==> run_1/gate_families.png <==
The bar under the picture is 20 µm long.
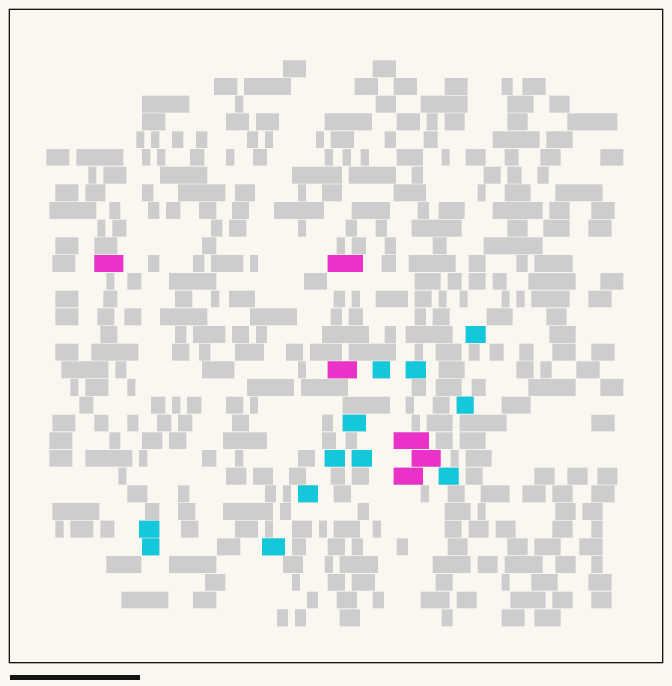
==> run_1/cell_classes.png <==
The bar under the picture is 20 µm long.
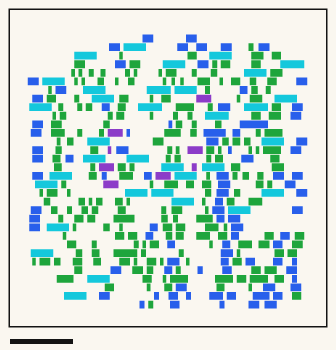
==> run_1/registers.png <==
The bar under the picture is 20 µm long. Other sequential cells in the stronger gray, the rest of the logic in the fainter gray.
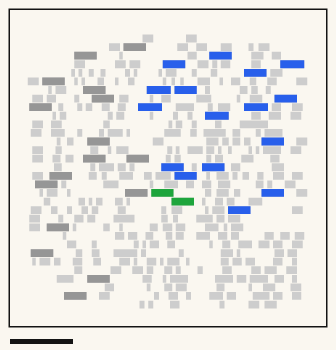
## config.mk

```make
export PLATFORM = sky130hd
export DESIGN_NAME = ifid_hazard_ctrl_flat
export DESIGN_NICKNAME = d
export VERILOG_FILES = /design/src/rtl/ifid_hazard_ctrl_if.sv /design/src/rtl/ifid_hazard_ctrl.sv /design/src/flat_wrapper.sv
export SDC_FILE = /design/constraint.sdc
export NUM_CORES = 1
export LEC_CHECK = 0
export CELL_PAD_IN_SITES_DETAIL_PLACEMENT = 1
export CELL_PAD_IN_SITES_GLOBAL_PLACEMENT = 2
export CORE_MARGIN = 5
export CORE_UTILIZATION = 25
export CTS_CLUSTER_DIAMETER = 30
export CTS_CLUSTER_SIZE = 30
export DETAILED_ROUTE_END_ITERATION = 10
export GPL_ROUTABILITY_DRIVEN = 1
export GPL_TIMING_DRIVEN = 0
export PLACE_DENSITY_LB_ADDON = 0.1
export SYNTH_ARGS = -nofsm -noshare
export SYNTH_HDL_FRONTEND = slang
export SYNTH_SLANG_ARGS = --single-unit
```

## constraint.sdc

```tcl
create_clock -name clk -period 2.4 [get_ports clk]
set_input_delay 0.6 -clock clk [delete_from_list [all_inputs] [get_ports clk]]
set_output_delay 0.6 -clock clk [all_outputs]
set_load 0.005 [all_outputs]
```

## src/rtl/ifid_hazard_ctrl_if.sv

```systemverilog
// rtl/ifid_hazard_ctrl_if.sv - hazard inputs and pipeline-control outputs for the IF/ID hazard controller
interface ifid_hazard_ctrl_if #(
    parameter int REG_W = 5,
    parameter int CNT_W = 16
);
    logic             IDEX_MemRead;
    logic [REG_W-1:0] IDEX_Rt;
    logic [REG_W-1:0] IFID_Rs;
    logic [REG_W-1:0] IFID_Rt;
    logic             branch_taken;
    logic             imem_ready;
    logic             PC_write;
    logic             IFID_write;
    logic             IF_flush;
    logic             bubble;
    logic [CNT_W-1:0] stall_cnt;
    logic [CNT_W-1:0] flush_cnt;

    // Pipeline side: supplies hazard information, consumes the enables.
    modport master (
        output IDEX_MemRead, IDEX_Rt, IFID_Rs, IFID_Rt, branch_taken, imem_ready,
        input  PC_write, IFID_write, IF_flush, bubble, stall_cnt, flush_cnt
    );

    // Controller side.
    modport slave (
        input  IDEX_MemRead, IDEX_Rt, IFID_Rs, IFID_Rt, branch_taken, imem_ready,
        output PC_write, IFID_write, IF_flush, bubble, stall_cnt, flush_cnt
    );
endinterface

```

## src/rtl/ifid_hazard_ctrl.sv

```systemverilog
// rtl/ifid_hazard_ctrl.sv - IF/ID hazard and fetch-sequencing controller with stall/flush counters
module ifid_hazard_ctrl #(
    parameter int REG_W = 5,
    parameter int CNT_W = 16
) (
    input  logic              clk,
    input  logic              reset,
    ifid_hazard_ctrl_if.slave hz
);
    typedef enum logic [1:0] {
        INIT       = 2'd0,
        RUN        = 2'd1,
        FLUSH_PEND = 2'd2
    } state_t;

    state_t           state;
    state_t           nextState;
    logic             loadUse;
    logic             pcWrite;
    logic             ifidWrite;
    logic             ifFlush;
    logic             bubbleReq;
    logic [CNT_W-1:0] stallCnt;
    logic [CNT_W-1:0] flushCnt;

    // Load in EX writes a register the instruction in ID reads; r0 never hazards.
    assign loadUse = hz.IDEX_MemRead && (hz.IDEX_Rt != REG_W'(0)) &&
                     ((hz.IDEX_Rt == hz.IFID_Rs) || (hz.IDEX_Rt == hz.IFID_Rt));

    // State register; reset always re-enters INIT so IF/ID gets re-flushed.
    always_ff @(posedge clk) begin
        if (!reset) begin
            state <= INIT;
        end else begin
            state <= nextState;
        end
    end

    // Next state and zero-latency hazard outputs; reset forces a flush-and-bubble pattern.
    always_comb begin
        nextState = state;
        pcWrite   = 1'b0;
        ifidWrite = 1'b0;
        ifFlush   = 1'b0;
        bubbleReq = 1'b0;
        if (!reset) begin
            nextState = INIT;
            ifFlush   = 1'b1;
            bubbleReq = 1'b1;
        end else begin
            case (state)
                INIT: begin
                    ifidWrite = 1'b1;
                    ifFlush   = 1'b1;
                    bubbleReq = 1'b1;
                    nextState = RUN;
                end
                RUN: begin
                    if (loadUse) begin
                        // Branch in the same cycle depends on the stalled instruction.
                        bubbleReq = 1'b1;
                    end else if (hz.branch_taken) begin
                        pcWrite   = 1'b1;
                        ifidWrite = 1'b1;
                        ifFlush   = 1'b1;
                        if (!hz.imem_ready) begin
                            nextState = FLUSH_PEND;
                        end
                    end else if (!hz.imem_ready) begin
                        bubbleReq = 1'b1;
                    end else begin
                        pcWrite   = 1'b1;
                        ifidWrite = 1'b1;
                    end
                end
                FLUSH_PEND: begin
                    // The outstanding word is wrong-path; PC already holds the target.
                    if (hz.imem_ready) begin
                        ifidWrite = 1'b1;
                        ifFlush   = 1'b1;
                        nextState = RUN;
                    end
                end
                default: begin
                    nextState = INIT;
                end
            endcase
        end
    end

    // Saturating performance counters, qualified by the cycle's own outputs.
    always_ff @(posedge clk) begin
        if (!reset) begin
            stallCnt <= '0;
            flushCnt <= '0;
        end else begin
            if (!pcWrite && (state == RUN || state == FLUSH_PEND) && stallCnt != '1) begin
                stallCnt <= stallCnt + 1'b1;
            end
            if (ifFlush && state != INIT && flushCnt != '1) begin
                flushCnt <= flushCnt + 1'b1;
            end
        end
    end

    assign hz.PC_write   = pcWrite;
    assign hz.IFID_write = ifidWrite;
    assign hz.IF_flush   = ifFlush;
    assign hz.bubble     = bubbleReq;
    assign hz.stall_cnt  = stallCnt;
    assign hz.flush_cnt  = flushCnt;
endmodule

```

## src/flat_wrapper.sv

```systemverilog
// flat-port wrapper written by rule: the top's interface ports become plain ports
module ifid_hazard_ctrl_flat 
#(
    parameter int REG_W = 5,
    parameter int CNT_W = 16
)
  (clk, reset, hz_IDEX_MemRead, hz_IDEX_Rt, hz_IFID_Rs, hz_IFID_Rt, hz_branch_taken, hz_imem_ready, hz_PC_write, hz_IFID_write, hz_IF_flush, hz_bubble, hz_stall_cnt, hz_flush_cnt);
  ifid_hazard_ctrl_if #(.REG_W(REG_W), .CNT_W(CNT_W)) hz_i ();
  input  logic clk;
  input  logic reset;
  input wire logic [$bits(hz_i.IDEX_MemRead)-1:0] hz_IDEX_MemRead;
  input wire logic [$bits(hz_i.IDEX_Rt)-1:0] hz_IDEX_Rt;
  input wire logic [$bits(hz_i.IFID_Rs)-1:0] hz_IFID_Rs;
  input wire logic [$bits(hz_i.IFID_Rt)-1:0] hz_IFID_Rt;
  input wire logic [$bits(hz_i.branch_taken)-1:0] hz_branch_taken;
  input wire logic [$bits(hz_i.imem_ready)-1:0] hz_imem_ready;
  output wire logic [$bits(hz_i.PC_write)-1:0] hz_PC_write;
  output wire logic [$bits(hz_i.IFID_write)-1:0] hz_IFID_write;
  output wire logic [$bits(hz_i.IF_flush)-1:0] hz_IF_flush;
  output wire logic [$bits(hz_i.bubble)-1:0] hz_bubble;
  output wire logic [$bits(hz_i.stall_cnt)-1:0] hz_stall_cnt;
  output wire logic [$bits(hz_i.flush_cnt)-1:0] hz_flush_cnt;
  assign hz_i.IDEX_MemRead = hz_IDEX_MemRead;
  assign hz_i.IDEX_Rt = hz_IDEX_Rt;
  assign hz_i.IFID_Rs = hz_IFID_Rs;
  assign hz_i.IFID_Rt = hz_IFID_Rt;
  assign hz_i.branch_taken = hz_branch_taken;
  assign hz_i.imem_ready = hz_imem_ready;
  assign hz_PC_write = hz_i.PC_write;
  assign hz_IFID_write = hz_i.IFID_write;
  assign hz_IF_flush = hz_i.IF_flush;
  assign hz_bubble = hz_i.bubble;
  assign hz_stall_cnt = hz_i.stall_cnt;
  assign hz_flush_cnt = hz_i.flush_cnt;
  ifid_hazard_ctrl #(.REG_W(REG_W), .CNT_W(CNT_W)) u_core (.clk(clk), .reset(reset), .hz(hz_i));
endmodule
```

==> flow_metrics.tcl, run 1 <==
# place-and-route summary
set metrics [dict create \
    status "finished, violations left" \
    violations "negative setup slack" \
    ff_type "dfxtp_1" \
    fin_crit_sh 1.072 \
    m1WireLength_mm 3.291 \
    p_int_mw 1.055 \
    fmax_mhz 388.7 \
    drive_above_1_share 0.2730 \
    finalWorstSetupSlack_ps -172.7 \
    ys_cells 250 \
    worstPathArrival_ps 1970 \
    cp_top_family "simple AND/OR/NAND/NOR gates" \
    crit_slowest_cell "or4_4" \
    wl_per_cell_um 16.11 \
    clkPwrFrac 0.296 \
    hp-start "u_core.hz.stall_cnt[5]$_SDFFE_PN0P_" \
    ant_nets 0 \
    synthArstFlopShare 0 \
    yosysWarnings 0 \
    top_logic_kind "simple AND/OR/NAND/NOR gates" \
    drc 0 \
    ys_sh_mux 0.03448 \
    clk_path_buf_depth 2 \
    combPwrFrac 0.307 \
    cellLeakagePower_nw 1.107 \
    pwr_density_cell_mw_per_mm2 471.5 \
    grt_pass1_vias 2219 \
    met2_length_mm 3.411 \
    grt-busiest-layer "met2" \
    pin_count 56 \
    cts_tree "yes" \
    first_iter_violations 42 \
    ys_seq_frac 0.3350 \
    synthXorXnorAreaFrac 0.05172 \
    path_cells "buf_8 > or4_4 > o21ai_4 > buf_6 > o211ai_1 > a32oi_1 > buf_2" \
    route.top_layer_used "met4" \
    die_x_um 100.2 \
    r2r_end "u_core.hz.stall_cnt[1]$_SDFFE_PN0P_" \
    critPathRequiredTime_ps 1800 \
    rsz0062_at_grt "true" \
    dp_cells 407 \
    critPathBufInv 3 \
    rr_startpoint "u_core.hz.stall_cnt[1]$_SDFFE_PN0P_" \
    grt_util_met1 0.1713 \
    relSlewSlack 0.5116 \
    setup_viol 13 \
    rr_worst_depth 9 \
    fa_ha_area_frac 0.03695 \
    antenna_cells 0 \
    synthCells 250 \
]
## Picture notes: gate_families.png
Key: magenta = adder and majority cells [cells 6, most used ha_1]; cyan = AND-OR and OR-AND gates [cells 12, most used o31a_1]
Non-Filler Instances: 439
most common logic cell in the routed design: clkdlybuf4s50_1
combinational share of cell area: 0.4495

## Picture notes: cell_classes.png
Key: green = all other logic [cells 207, share of their area 48%]; cyan = flip-flops [cells 34, share of their area 22%]; purple = clock drivers and dummy loads [cells 8, share of their area 3.0%]; blue = other buffers and delay cells [cells 88, share of their area 27%]
Util after Layout: 0.4128
floorplan core area: 0.007807 mm²
std cell rows: 32
Finished Cell Area: 0.003223 mm²
Seq/total area: 0.2131

## Picture notes: registers.png
Key: blue = u_core.hz.stall_cnt [placed flops 16]; green = u_core.state [placed flops 2]
Another 16 sequential cells are not colored.
Flop area: 686.9 µm²
P_seq: 0.604 mW

[run 1: cells in the final DEF, fill, tap and decap left out, types with 3 or more instances in the layout]
master,instances
o21ai_4,4
ha_1,4
nor4_1,4
o211ai_1,4
clkbuf_8,6
nand2b_1,5
clkdlybuf4s15_1,3
o31a_1,5
nor2_1,16
o21ai_0,6
or3_4,6
nand3_1,11
dfxtp_1,29
a21oi_2,9
xor2_1,11
nand2_1,18
nor3_1,3
or3_1,6
buf_6,14
dlygate4sd2_1,9
a21oi_1,12
mux2i_1,7
dfxtp_2,5
clkdlybuf4s50_1,33
o31ai_1,5
clkbuf_1,4
inv_1,10
buf_4,12
or4_1,8
o21a_1,3
o21ai_2,3
o21ai_1,4
nor3_2,3
buf_2,8
nand4_1,11
[run 1: cell type report]
type | instances | area, µm² | area share
clock buffer | 7 | 86.33 | 0.02679
sequential | 34 | 686.9 | 0.2131
inverter | 11 | 42.54 | 0.01320
timing repair buffer | 79 | 745.7 | 0.2314
buffer | 9 | 80.08 | 0.02484
multi-input combinational | 196 | 1449 | 0.4495
clock inverter | 1 | 5.005 | 0.001553
tap | 102 | 127.6 | 0.03960
[run 1: how the worst max path moves through the flow]
stage          cells after the start             to  slack (ps)     startpoint
5_1_grt                            9      hz_bubble        -250  hz_IDEX_Rt[3]
3_3_place_gp                       8  hz_IFID_write       -1210  hz_IDEX_Rt[1]
6_report                           7    hz_IF_flush        -170  hz_IDEX_Rt[3]
3_5_place_dp                       8  hz_IFID_write       -1170  hz_IDEX_Rt[1]
2_1_floorplan                      5  hz_IFID_write          40  hz_IDEX_Rt[0]
4_1_cts                            8  hz_IFID_write        -240  hz_IDEX_Rt[3]
[run 1: timing repair]
action                                  CTS  global route
gates resized                            71            66
cloned                                    0             4
buffers inserted                         13             8
pin swaps                                19            42
endpoints found under the setup margin   33            31
endpoints found under the hold margin     0             0
[run 1: synthesized netlist by cell type, types with 3 or more instances]
library cell   n  area, µm²
o211ai_1       4      30.03
nand4_1       11      68.82
or4_1          8      60.06
clkbuf_1       5      18.77
o31ai_1        8      60.06
ha_1           6      75.07
nor3_1         5      25.02
mux2i_1        7      70.07
nand2_1       18      67.56
xor2_1        12      105.1
or3_1         12      75.07
nand2b_1       5      31.28
nand3_1       11      55.05
o31a_1         5      43.79
o21a_1         3      22.52
dfxtp_1       34      680.7
nor2_1        17      63.81
o21ai_0       16      80.08
nor4_1         4      25.02
a21oi_1       21      105.1
inv_1         10      37.54
[run 1: worst register-to-register path, delay by kind of cell (launching register included)]
kind	cells	cell delay [ps]
AND/OR/NAND/NOR	3	640
AND-OR/OR-AND	2	410
flip-flops	1	380
buffers and inverters	2	290
adder cells (fa/ha/maj)	1	220
multiplexers	1	180
[run 1: power groups by stage]
stage               combinational, mW  sequential, mW  clock, mW
floorplan                       0.176           0.612          0
global placement                0.316           0.615          0
detailed placement              0.315           0.616          0
CTS                             0.349           0.603      0.472
global route                    0.507           0.608      0.492
finish                          0.466           0.604      0.450
[run 1: registers in the layout, summed over array words and instances (netlist names)]
register	cells
u_core.state	2
u_core.hz.stall_cnt	16
u_core.hz.flush_cnt	16
## Run 2: what changed since run 1
clock period = 3 ns   (was 2.4 ns; I/O delays follow)
==> run_2/gate_families.png <==
The bar under the picture is 20 µm long.
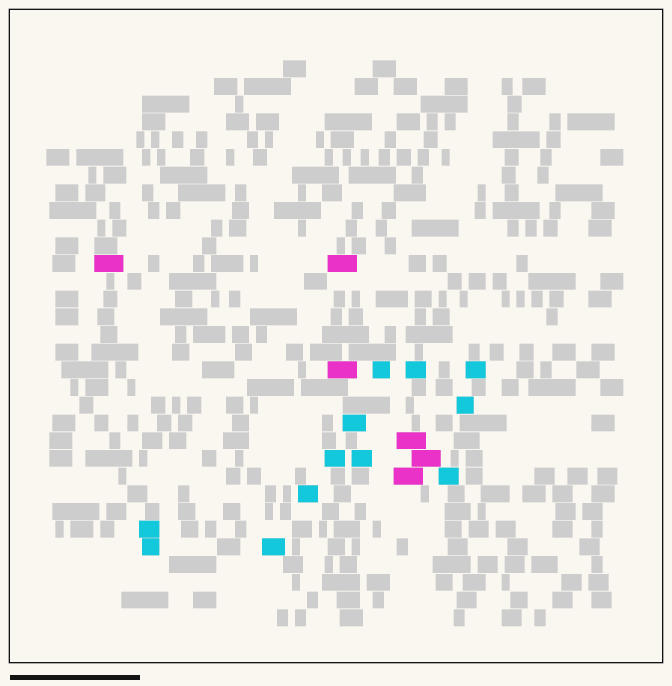
Key: magenta = adder and majority cells [cells 6, most used ha_1]; cyan = AND-OR and OR-AND gates [cells 12, most used o31a_1]
Non-Filler Instances: 426
combinational share of cell area: 0.4479

==> run_2/registers.png <==
The bar under the picture is 20 µm long. Other sequential cells in the stronger gray, the rest of the logic in the fainter gray.
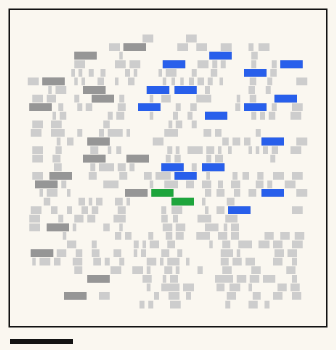
Key: blue = u_core.hz.stall_cnt [placed flops 16]; green = u_core.state [placed flops 2]
Another 16 sequential cells are not colored.
Seq/total area: 0.2380
P_seq: 0.482 mW
Flop area: 680.7 µm²

==> run_2/cell_classes.png <==
The bar under the picture is 20 µm long.
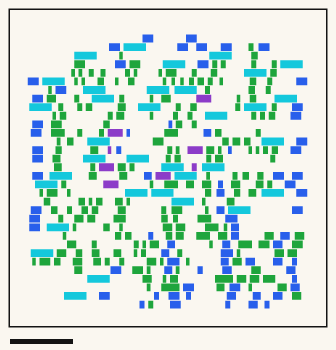
Key: green = all other logic [cells 207, share of their area 48%]; blue = other buffers and delay cells [cells 75, share of their area 23%]; purple = clock drivers and dummy loads [cells 8, share of their area 3.3%]; cyan = flip-flops [cells 34, share of their area 25%]
Util after Layout: 0.3663
Finished Cell Area: 0.002860 mm²

==> flow_metrics.tcl, run 2 <==
# place-and-route summary
set metrics [dict create \
    drive_above_1_share 0.1327 \
    setup_viol 0 \
    synthTopCellsByArea "dfxtp_1 33%, a21oi_1 5.2%, xor2_1 5.2%" \
    grt_pass1_vias 2167 \
    pin_count 56 \
    ys_top_cells_by_count "34 x dfxtp_1, 21 x a21oi_1, 18 x nand2_1" \
    yosys.area.top_type_share 0.3350 \
    tightest_slew_ps 561.4 \
    antenna_cells 0 \
    ys_seq_frac 0.3350 \
    ant_nets 0 \
    finalCriticalPeriod_ps 2939 \
    lay_top_count "clkdlybuf4s50_1" \
    grt_max_degree 11 \
    antenna_found_initial 0 \
    place_area_mm2 0.002710 \
    holdWs_ps 495.6 \
    first_iter_violations 42 \
    route.top_layer_used "met4" \
    finalWorstSetupSlack_ps 60.55 \
    cts_tree "yes" \
    yosysWarnings 0 \
    grt_pass1_wl_mm 11.19 \
    relSlewSlack 0.6258 \
    cts_hold_buf 0 \
    cp-end-kind "output port" \
    rows 32 \
    dp_hpwl_mm 4.764 \
    die_x_um 100.2 \
    fin_setup_tns_ps 0 \
    m1WireLength_mm 3.158 \
    routed_via_density 5.031 \
    num_vias 2143 \
    fin_crit_sh 0.9798 \
    pwr_density_cell_mw_per_mm2 385.3 \
    synthArstFlopShare 0 \
    gp_congestion 0.7471 \
    rsz0062_at_grt "true" \
    ys_cells 250 \
    critPathRequiredTime_ps 2250 \
    clk_path_buf_depth 2 \
    worstPathArrival_ps 2190 \
    synthCells 250 \
    dieHeight_um 100.2 \
    clock_sinks 34 \
    coreArea_mm2 0.007807 \
    grt-ovfl-total 0 \
    fmax_mhz 340.2 \
    netlist-cell-type-count 42 \
    ys_chip_area_mm2 0.002032 \
    synth.most_common_cell "dfxtp_1" \
    top_area_cell "dfxtp_1" \
    ff_type "dfxtp_1" \
    lay_top_cells "36 x clkdlybuf4s50_1, 34 x dfxtp_1, 20 x a21oi_1" \
    met2_length_mm 3.196 \
    critPathMaxFanout 3 \
    status "completed" \
    drc 0 \
    wl_per_cell_um 15.65 \
    cellLeakagePower_nw 0.9693 \
]
==> run 2: cell counts after synthesis <==
No cell type changed its count.
==> run 2: final timing paths <==
| path | startpoint | endpoint | depth (start not counted) |
|---|---|---|---|
| min | u_core.hz.flush_cnt[7]$_SDFFE_PN0P_ | u_core.hz.flush_cnt[7]$_SDFFE_PN0P_ | 2 |
| max | hz_IDEX_Rt[3] | hz_IFID_write | 8 |
| max reg2reg | u_core.state[1]$_SDFFE_PN0P_ | u_core.hz.flush_cnt[15]$_SDFFE_PN0P_ | 8 |
| min reg2reg | u_core.hz.flush_cnt[7]$_SDFFE_PN0P_ | u_core.hz.flush_cnt[7]$_SDFFE_PN0P_ | 2 |
==> run 2: logic make-up (layout without fill, tap and decap cells) <==
kind of cell               Yosys count  after routing  synth area share
AOI/OAI and AO/OA                   67             67            0.2186
xor gates and xnor gates            12             12           0.05172
adders and majority gates            6              6           0.03694
buffers and inverters               20             94           0.04187
DFF                                 34             34            0.3350
muxes                                7              7           0.03448
and+or+nand+nor                    104            104            0.2814
==> run 2: power by group <==
group | leakage (nW) | switching (mW) | internal (mW)
Combinational | 0.646 | 0.142 | 0.119
Sequential | 0.275 | 0.0176 | 0.464
Clock | 0.0482 | 0.174 | 0.185
Total | 0.969 | 0.333 | 0.769
==> run 2: critical path, stage by stage <==
cell and delay, ps:
buf_4 120, or4_4 540, o21ai_4 170, buf_6 140, o21ai_4 60, a21oi_2 130, o211a_1 160, buf_2 110
==> run 2: area by class of cell <==
class	count	area (µm²)
Buffer	9	48.80
Clock buffer	7	86.33
Clock inverter	1	5.005
Fill cell	950	4947
Inverter	11	41.29
Multi-Input combinational cell	196	1281
Sequential cell	34	680.7
Tap cell	102	127.6
Timing Repair Buffer	66	589.3
==> run 2: layer usage <==
metal | global-route usage | up-vias
met5 | 0 | -
met4 | 0.03420 | 0
met3 | 0.02780 | 4
met2 | 0.2370 | 33
met1 | 0.1730 | 1029
li1 | - | 1077
==> run 2: timing repair <==
item | CTS | global route
pin swaps | 15 | 6
buffers inserted | 11 | 0
gates cloned | 0 | 0
setup endpoints to repair | 4 | 2
resized | 50 | 8
==> run 2: through the flow <==
stage               std cells    util
floorplan                 250       -
global placement          407  0.3471
detailed placement        407  0.3471
CTS                       426  0.3655
global route              426  0.3663
finish                    426  0.3663
==> run_2/drive_strength.png <==
The bar under the picture is 20 µm long.
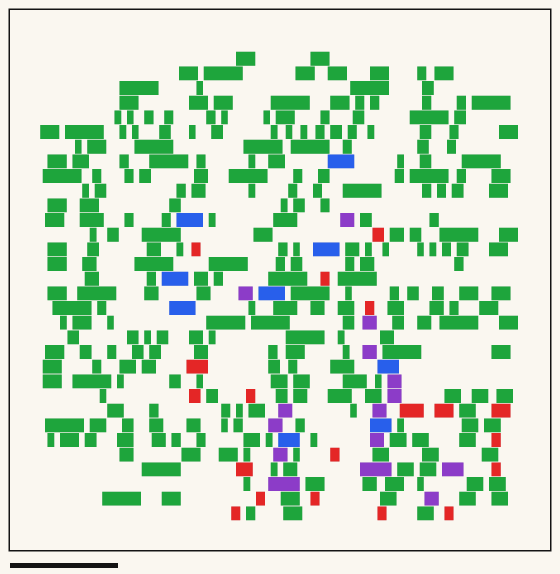

## Run 3: what changed since run 2
CORE_UTILIZATION = 29   (was 25)
==> run_3/drive_strength.png <==
The bar under the picture is 20 µm long.
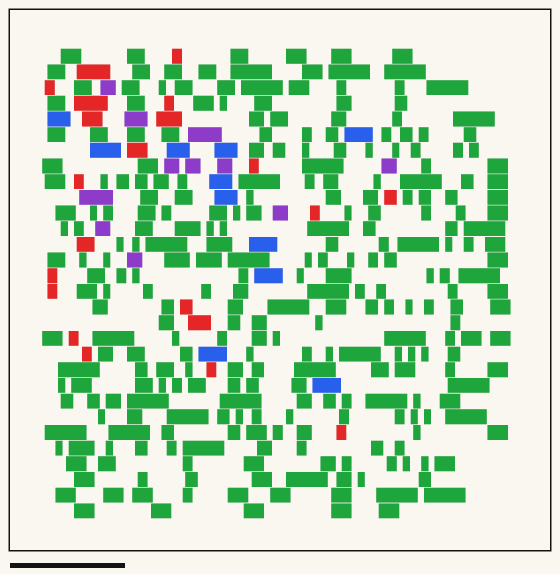
Key: purple = drive 3 to 4 [cells 11, share 3.4%]; green = drive 1 or less [cells 279, share 87%]; blue = drive 6 and up [cells 11, share 3.4%]; red = drive 2 [cells 21, share 6.5%]
min setup slack post-route: 61.48 ps
Finished Cell Area: 0.002868 mm²
P&R area growth vs syn: 41.13%

==> run_3/gate_families.png <==
The bar under the picture is 20 µm long.
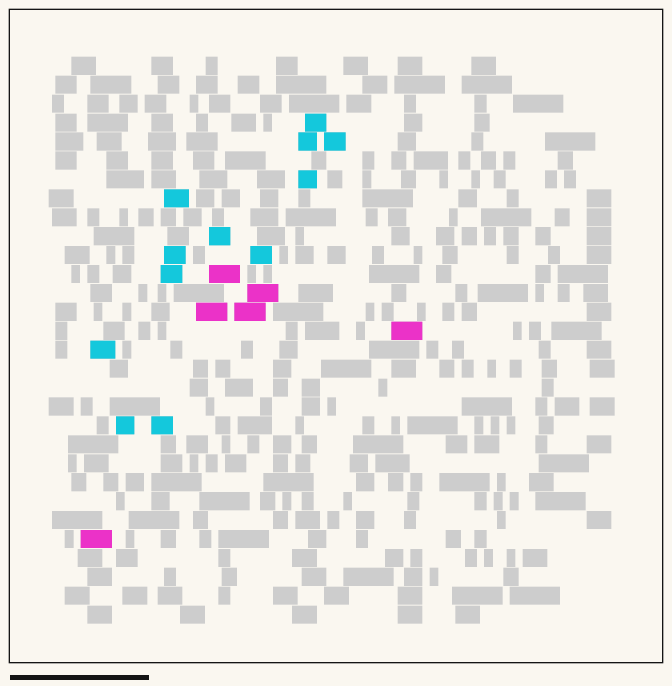
Key: cyan = AND-OR and OR-AND gates [cells 12, most used o31a_1]; magenta = adder and majority cells [cells 6, most used ha_1]
Non-Filler Instances: 418
combinational share of cell area: 0.4520

==> run_3/registers.png <==
The bar under the picture is 20 µm long. Other sequential cells in the stronger gray, the rest of the logic in the fainter gray.
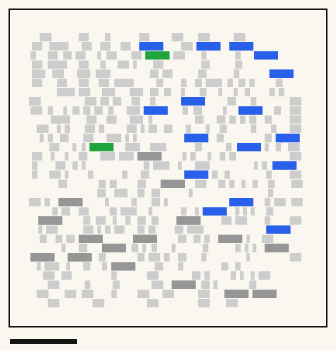
Key: blue = u_core.hz.stall_cnt [placed flops 16]; green = u_core.state [placed flops 2]
Another 16 sequential cells are not colored.
Seq/total area: 0.2373
Util after Layout: 0.4221
P_seq: 0.484 mW

==> flow_metrics.tcl, run 3 <==
# place-and-route summary
set metrics [dict create \
    ff_type "dfxtp_1" \
    cp_top_family "simple AND/OR/NAND/NOR gates" \
    ant_nets 0 \
    rows 30 \
    status "completed" \
    synthCells 250 \
    first_iter_violations 67 \
    critPathBufInv 3 \
    m1WireLength_mm 3.176 \
    critPathRequiredTime_ps 2250 \
    worstSetupStartpoint "hz_IDEX_Rt[3]" \
    dieHeight_um 93.71 \
    worstPathArrival_ps 2190 \
    min_to "u_core.hz.flush_cnt[7]$_SDFFE_PN0P_" \
    ys_chip_area_mm2 0.002032 \
    synth.most_common_cell "dfxtp_1" \
    rr_startpoint "u_core.state[0]$_SDFFE_PN0P_" \
    worstHoldPathCells 2 \
    rr_worst_depth 8 \
    pin_count 56 \
    top_area_cell "dfxtp_1" \
    dp_hpwl_mm 4.720 \
    ys_top_cells_by_count "34 x dfxtp_1, 21 x a21oi_1, 18 x nand2_1" \
    relSlewSlack 0.6313 \
    fin_crit_sh 0.9795 \
    r2r_end "u_core.hz.flush_cnt[9]$_SDFFE_PN0P_" \
    routed_via_density 5.108 \
    synthArstFlopShare 0 \
    cts_tree "yes" \
    critPathMaxFanout 3 \
    path_cells "buf_8 > or4_4 > o21ai_4 > buf_6 > nor2_1 > o21ai_0 > nand2_1 > dlygate4sd2_1" \
    pwr_density_cell_mw_per_mm2 376.6 \
    lay_top_count "clkdlybuf4s50_1" \
    fmax_mhz 340.3 \
    clock_sinks 34 \
    clk_path_buf_depth 2 \
    setup_viol 0 \
]
## run 3: worst max path at each step
stage               endpoint  depth (start not counted)
2_1_floorplan  hz_IFID_write                          5
3_3_place_gp   hz_IFID_write                          8
3_5_place_dp   hz_IFID_write                          7
4_1_cts          hz_IF_flush                          8
5_1_grt          hz_IF_flush                          8
6_report           hz_bubble                          8
## run 3: tightest hold or removal path: cells and delay by family, from the launching register on
family	cells	cell delay [ps]
flops	1	340
mux	1	50
simple gates	1	60
## run 3: layout make-up
class / count / area (µm²)
plain buffers: 9 / 46.29
clock buffers: 5 / 68.82
clock inverters: 2 / 10.01
fillers: 831 / 3926
inverters: 11 / 41.29
multi-input cells: 196 / 1296
flip-flops and latches: 34 / 680.7
well taps: 96 / 120.1
repair buffers: 65 / 604.3
## run 3: where the power goes
part           internal (mW)  switching (mW)  total, mW
Combinational          0.121           0.142      0.264
Sequential             0.464          0.0194      0.484
Clock                  0.156           0.177      0.333
Total                  0.741           0.338       1.08
## run 3: cells by family after synthesis
logic type | Yosys count | synth area share
buffers and inverters | 20 | 0.04187
adder cells (fa/ha/maj) | 6 | 0.03694
AND/OR/NAND/NOR | 104 | 0.2814
AND-OR/OR-AND | 67 | 0.2186
XOR/XNOR | 12 | 0.05172
multiplexers | 7 | 0.03448
flip-flops | 34 | 0.3350
## run 3: through the flow
step	util	std cells	total power [mW]	hold WS [ps]	TNS [ps]
finish	0.4221	418	1.080	503.7	0
detailed placement	0.3978	401	0.7434	493.3	-3363
CTS	0.4186	417	1.091	506.1	0
floorplan	-	250	0.6298	471.1	0
global placement	0.3978	401	0.7399	485.7	-3252
global route	0.4221	418	1.137	530.9	-76.49
## run 3: routing by layer
layer,vias to the layer above,global-route usage
met1,1024,0.2113
met4,0,0.04693
li1,1068,-
met3,6,0.02724
met5,-,0
met2,37,0.2342
## run 3: repair_timing
| action | CTS | global route |
|---|---|---|
| setup endpoints to repair | 4 | 3 |
| pin swaps | 14 | 7 |
| gates resized | 51 | 9 |
| hold buffers | 0 | 0 |
| buffers inserted | 10 | 1 |

==> notes/layouts.md <==
Pictures saved along the way, in no particular order.

Congestion heat map.
shot_01.png
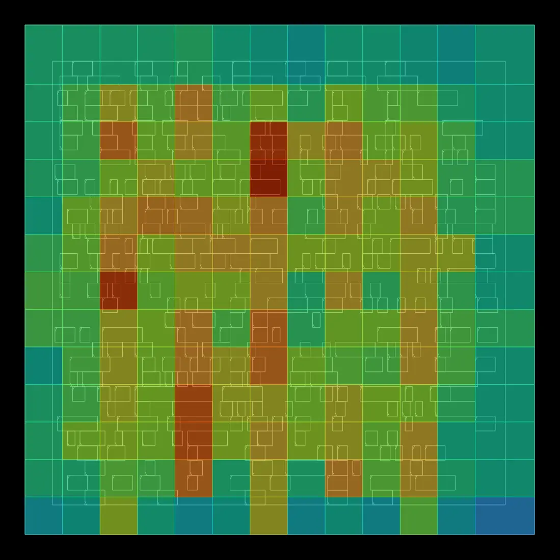
shot_02.png
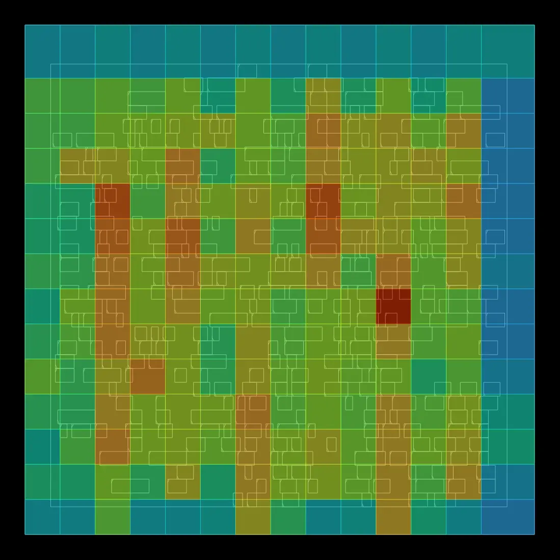
shot_01.png: run 3
shot_02.png: run 1

Power is estimated from default activity; no workload was simulated.
